Where the registers sit:
Other sequential cells in the stronger gray, the rest of the logic in the fainter gray.
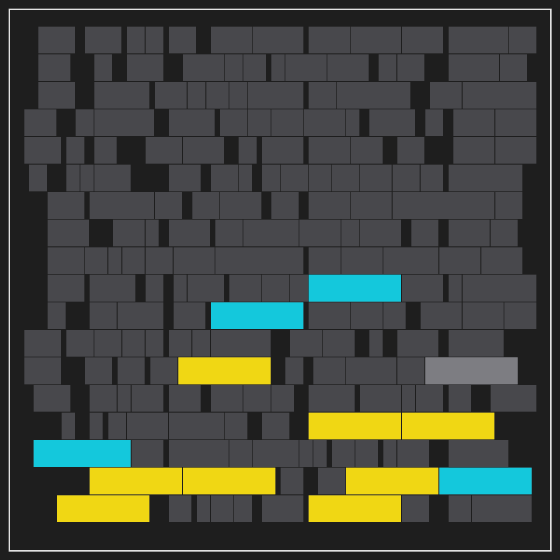
Drive-strength map:
The bar under the picture is 20 um long.
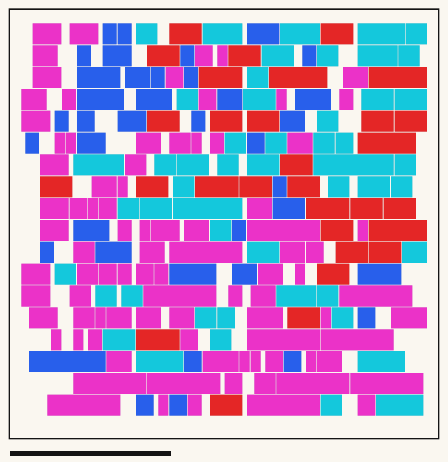
Clock network drawn from the DEF:
The bar under the picture is 20 um long.
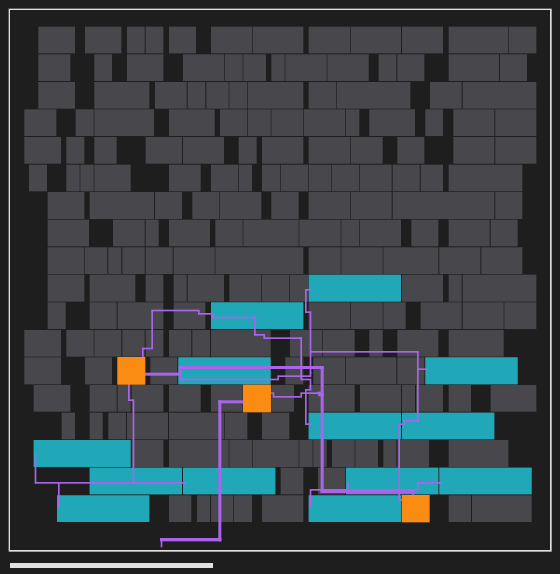
<file path="config.mk">
export PLATFORM = sky130hd
export DESIGN_NAME = multicycle_controller
export DESIGN_NICKNAME = d
export VERILOG_FILES = /design/src/rtl/multicycle_controller.sv
export SDC_FILE = /design/constraint.sdc
export NUM_CORES = 1
export LEC_CHECK = 0
export CORE_UTILIZATION = 41
export DETAILED_ROUTE_END_ITERATION = 7
export GPL_TIMING_DRIVEN = 0
export PLACE_DENSITY = 0.75
export SYNTH_ARGS = -nofsm -noshare
export SYNTH_HDL_FRONTEND = slang
export SYNTH_SLANG_ARGS = --single-unit
</file>
<file path="constraint.sdc">
create_clock -name clk -period 1.7 [get_ports clk]
set_clock_uncertainty 0.2 [all_clocks]
set_input_delay 0.34 -clock clk [delete_from_list [all_inputs] [get_ports clk]]
set_output_delay 0.34 -clock clk [all_outputs]
set_load 0.01 [all_outputs]
</file>
<file path="src/rtl/multicycle_controller.sv">
// Control FSM for a multi-cycle RV32I datapath: walks each instruction through
// fetch/decode/execute/memory/writeback and drives the datapath selects and enables.
module multicycle_controller #(
  parameter int WAIT_LIMIT = 255
) (
  input  logic       clk,
  input  logic       reset,
  input  logic [6:0] op,
  input  logic [2:0] funct3,
  input  logic       funct7b5,
  input  logic       zero,
  input  logic       mem_ready,
  output logic       mem_req,
  output logic       mem_write,
  output logic       adr_src,
  output logic       ir_write,
  output logic       pc_write,
  output logic       reg_write,
  output logic [1:0] alu_src_a,
  output logic [1:0] alu_src_b,
  output logic [1:0] imm_src,
  output logic [1:0] result_src,
  output logic [2:0] alu_control,
  output logic       illegal,
  output logic       bus_error
);

  typedef enum logic [3:0] {
    S_FETCH, S_DECODE, S_MEMADR, S_MEMREAD, S_MEMWB, S_MEMWRITE,
    S_EXECR, S_EXECI, S_ALUWB, S_BRANCH, S_JAL, S_ILLEGAL
  } state_t;

  localparam int CW = (WAIT_LIMIT > 1) ? $clog2(WAIT_LIMIT) : 1;
  localparam logic [CW-1:0] LIMIT_M1 = (WAIT_LIMIT > 0) ? CW'(WAIT_LIMIT - 1) : '0;

  state_t        state_reg, state_next;
  logic [CW-1:0] wait_cnt_reg, wait_cnt_next;
  logic          bus_error_reg;
  logic          mem_state, waiting, timeout;
  logic          alu_f3_ok, br_f3_ok;
  logic [2:0]    alu_func;
  logic          mem_write_en, ir_write_en, pc_write_en, reg_write_en;

  assign mem_state = (state_reg == S_FETCH) || (state_reg == S_MEMREAD) ||
                     (state_reg == S_MEMWRITE);
  assign waiting   = mem_state && !mem_ready;
  // Timeout fires on the WAIT_LIMIT-th consecutive stalled cycle.
  assign timeout   = (WAIT_LIMIT != 0) && waiting && (wait_cnt_reg == LIMIT_M1);

  always_comb begin
    wait_cnt_next = '0;
    if (waiting && !timeout && (WAIT_LIMIT != 0))
      wait_cnt_next = wait_cnt_reg + CW'(1);
  end

  always_ff @(posedge clk or posedge reset) begin
    if (reset) begin
      state_reg     <= S_FETCH;
      wait_cnt_reg  <= '0;
      bus_error_reg <= 1'b0;
    end else begin
      state_reg    <= state_next;
      wait_cnt_reg <= wait_cnt_next;
      if (timeout)
        bus_error_reg <= 1'b1;
    end
  end

  assign alu_f3_ok = (funct3 == 3'b000) || (funct3 == 3'b010) ||
                     (funct3 == 3'b110) || (funct3 == 3'b111);
  assign br_f3_ok  = (funct3 == 3'b000) || (funct3 == 3'b001);

  always_comb begin
    state_next = state_reg;
    case (state_reg)
      S_FETCH:    if (mem_ready) state_next = S_DECODE;
      S_DECODE: begin
        case (op)
          7'b0000011, 7'b0100011: state_next = S_MEMADR;
          7'b0110011:             state_next = alu_f3_ok ? S_EXECR  : S_ILLEGAL;
          7'b0010011:             state_next = alu_f3_ok ? S_EXECI  : S_ILLEGAL;
          7'b1100011:             state_next = br_f3_ok  ? S_BRANCH : S_ILLEGAL;
          7'b1101111:             state_next = S_JAL;
          default:                state_next = S_ILLEGAL;
        endcase
      end
      S_MEMADR:   state_next = op[5] ? S_MEMWRITE : S_MEMREAD;
      S_MEMREAD:  if (mem_ready) state_next = S_MEMWB;
      S_MEMWB:    state_next = S_FETCH;
      S_MEMWRITE: if (mem_ready) state_next = S_FETCH;
      S_EXECR:    state_next = S_ALUWB;
      S_EXECI:    state_next = S_ALUWB;
      S_ALUWB:    state_next = S_FETCH;
      S_BRANCH:   state_next = S_FETCH;
      S_JAL:      state_next = S_ALUWB;
      S_ILLEGAL:  state_next = S_ILLEGAL;
      default:    state_next = S_ILLEGAL;
    endcase
    if (timeout)
      state_next = S_ILLEGAL;
  end

  // Only R-type with funct7b5 turns funct3=000 into a subtract.
  always_comb begin
    case (funct3)
      3'b000:  alu_func = ((state_reg == S_EXECR) && funct7b5) ? 3'b001 : 3'b000;
      3'b010:  alu_func = 3'b101;
      3'b110:  alu_func = 3'b011;
      3'b111:  alu_func = 3'b010;
      default: alu_func = 3'b000;
    endcase
  end

  always_comb begin
    mem_req      = 1'b0;
    mem_write_en = 1'b0;
    adr_src      = 1'b0;
    ir_write_en  = 1'b0;
    pc_write_en  = 1'b0;
    reg_write_en = 1'b0;
    alu_src_a    = 2'b00;
    alu_src_b    = 2'b00;
    imm_src      = 2'b00;
    result_src   = 2'b00;
    alu_control  = 3'b000;
    illegal      = 1'b0;
    case (state_reg)
      S_FETCH: begin
        mem_req     = 1'b1;
        alu_src_b   = 2'b10;
        result_src  = 2'b10;
        ir_write_en = mem_ready;
        pc_write_en = mem_ready;
      end
      S_DECODE: begin
        alu_src_a = 2'b01;
        alu_src_b = 2'b01;
        imm_src   = 2'b10;
      end
      S_MEMADR: begin
        alu_src_a = 2'b10;
        alu_src_b = 2'b01;
        imm_src   = op[5] ? 2'b01 : 2'b00;
      end
      S_MEMREAD: begin
        mem_req = 1'b1;
        adr_src = 1'b1;
      end
      S_MEMWB: begin
        result_src   = 2'b01;
        reg_write_en = 1'b1;
      end
      S_MEMWRITE: begin
        mem_req      = 1'b1;
        mem_write_en = 1'b1;
        adr_src      = 1'b1;
      end
      S_EXECR: begin
        alu_src_a   = 2'b10;
        alu_control = alu_func;
      end
      S_EXECI: begin
        alu_src_a   = 2'b10;
        alu_src_b   = 2'b01;
        alu_control = alu_func;
      end
      S_ALUWB:    reg_write_en = 1'b1;
      S_BRANCH: begin
        alu_src_a   = 2'b10;
        alu_control = 3'b001;
        pc_write_en = (funct3 == 3'b000) ? zero : (funct3 == 3'b001) ? ~zero : 1'b0;
      end
      S_JAL: begin
        alu_src_a   = 2'b01;
        alu_src_b   = 2'b10;
        pc_write_en = 1'b1;
      end
      S_ILLEGAL:  illegal = 1'b1;
      default:    illegal = 1'b1;
    endcase
  end

  // Write strobes drop combinationally while reset is held, even mid-access.
  assign mem_write = mem_write_en & ~reset;
  assign ir_write  = ir_write_en  & ~reset;
  assign pc_write  = pc_write_en  & ~reset;
  assign reg_write = reg_write_en & ~reset;
  assign bus_error = bus_error_reg;

endmodule

</file>
==> impl_report.txt <==
FLOW METRICS REPORT
----------------------------------------------------
[Yosys]
  Number of library cell types mapped by synthesis ........................ 48
  Post-synthesis simple-gate area fraction ........................ 34.80%
  Most instantiated library cell after synthesis ........................ nor2_1
  Top cell type's share of synthesized area ........................ 30.16%
  Mapped cell area ........................ 0.001079 mm2
  Complex Gates by Area ........................ 18.33%
  Post-synthesis xor/xnor area fraction ........................ 7.309%
  Mapped Avg Cell Area ........................ 8.171 um2
  Synthesis area per yosys ........................ 0.001079 mm2
  Flops & latches, synth ........................ 13
  Proportion of synthesized area in mux cells ........................ 0%
  Leading cell types by count after synthesis ........................ 18 x nor2_1, 13 x dfrtp_1, 8 x a21oi_1, 7 x nand2_1, 7 x nor2b_1

[Floorplan]
  Overall die area ........................ 0.002840 mm2
  Height of the die ........................ 53.29 um

[Placement]
  Count of buffers inserted at the top-level ports ........................ 33
  Routability Congestion ........................ 0.7902

[Critical path]
  Endpoint kind of the worst setup timing path ........................ flop
  Startpoint types ........................ flop
  Category of cells accounting for the largest share of critical-path delay ........................ simple AND/OR/NAND/NOR gates
  Cells along the critical path ........................ buf_6 -> or4_4 -> buf_4 -> buf_6 -> o21ai_1 -> nand2b_4 -> o221a_2
  Cell with the largest stage delay on the worst path ........................ or4_4

[Power and ir drop]
  Cell-internal power ........................ 0.4390 mW
  Leading power group ........................ sequential cells
  Static leakage power ........................ 0.9170 nW
  Switch Pwr ........................ 0.1627 mW

[Finish]
  Footprint of the multi-input gates ........................ 928.4 um2
  Share of final-layout standard cells stronger than drive strength 1 ........................ 57.00%
  Total area of sequential cells ........................ 326.6 um2
  Largest register FFs ........................ 8

[Detailed routing]
  Total via count in the routed design ........................ 1475
  Final wirelength ........................ 5.028 mm
  Detailed route wirelength on metal3 ........................ 338 um
  Routed length on met2 ........................ 2.616 mm
  Average wire per cell in the routed design ........................ 21.22 um

[CTS]
  Post-CTS Hold Fix Bufs ........................ 0
  Clock tree from TritonCTS ........................ yes
  Max Root-Sink Buffers ........................ 2
  Clock slew at the register clock pins of the worst setup and hold paths ........................ 90 ps
  Number of buffers created by CTS ........................ 3

[STA]
  Slack of the critical path ........................ -549.3 ps
  RSZ-0062 raised after global routing ........................ true
  Setup violations, final ........................ 31
  Maximum clock frequency ........................ 444.6 MHz
  Worst slew margin relative to its limit ........................ 66.37%

[Outcome]
  Failing checks ........................ negative setup slack
  Result of the run ........................ complete, but fails checks

[Global routing]
  Met3 Usage GRT ........................ 4.885%
  Leftover overflow at the end of global routing ........................ 0
  Antenna violations before repair ........................ 0

[Hold path]
  Min-Delay Path Class ........................ in -> async

[Run]
  OpenROAD warnings ........................ 30

----------------------------------------------------
Back to the opening pictures, 'where the registers sit':
[cyan] state_reg | placed flops: 4
[yellow] wait_cnt_reg | placed flops: 8
not colored: 1

Back to the opening pictures, 'drive-strength map':
[red] drive 6 and up | cells: 30 | share: 14%
[magenta] drive 1 or less | cells: 89 | share: 43%
[cyan] drive 3 to 4 | cells: 50 | share: 24%
[blue] drive 2 | cells: 38 | share: 18%

Back to the opening pictures, 'clock network drawn from the DEF':
[purple] clock wires | length: 211 um
[orange] cells driving clock nets | count: 3
[cyan] flip-flops | count: 13
routed clock nets: 4

[path summary, 6_finish.rpt]
check                        startpoint  cells after the start  slack, ps              end
min                               reset                      3        130  wait_cnt_reg[3]
min in group clk              bus_error                      1        270        bus_error
max                        state_reg[1]                      7       -550     state_reg[1]
max in group asynchronous         reset                      3        990     state_reg[3]
min reg2reg                   bus_error                      1        270        bus_error
max reg2reg                state_reg[1]                      7       -550     state_reg[1]
[area by class of cell]
class / instances / area share (%)
Clock buffer: 4 / 1.242
Inverter: 6 / 1.478
Buffer: 6 / 3.962
Sequential cell: 13 / 15.43
Tap cell: 30 / 1.774
Multi-Input combinational cell: 104 / 43.88
Timing Repair Buffer: 74 / 32.23
[worst reg2reg max path: cells and delay by family (launching register included)]
kind	cells	cell delay [ps]
compound gates	2	460
buf+inv	3	420
flops	1	400
simple gates	2	730
No activity file was given, so power comes from the tool's default toggle rates.
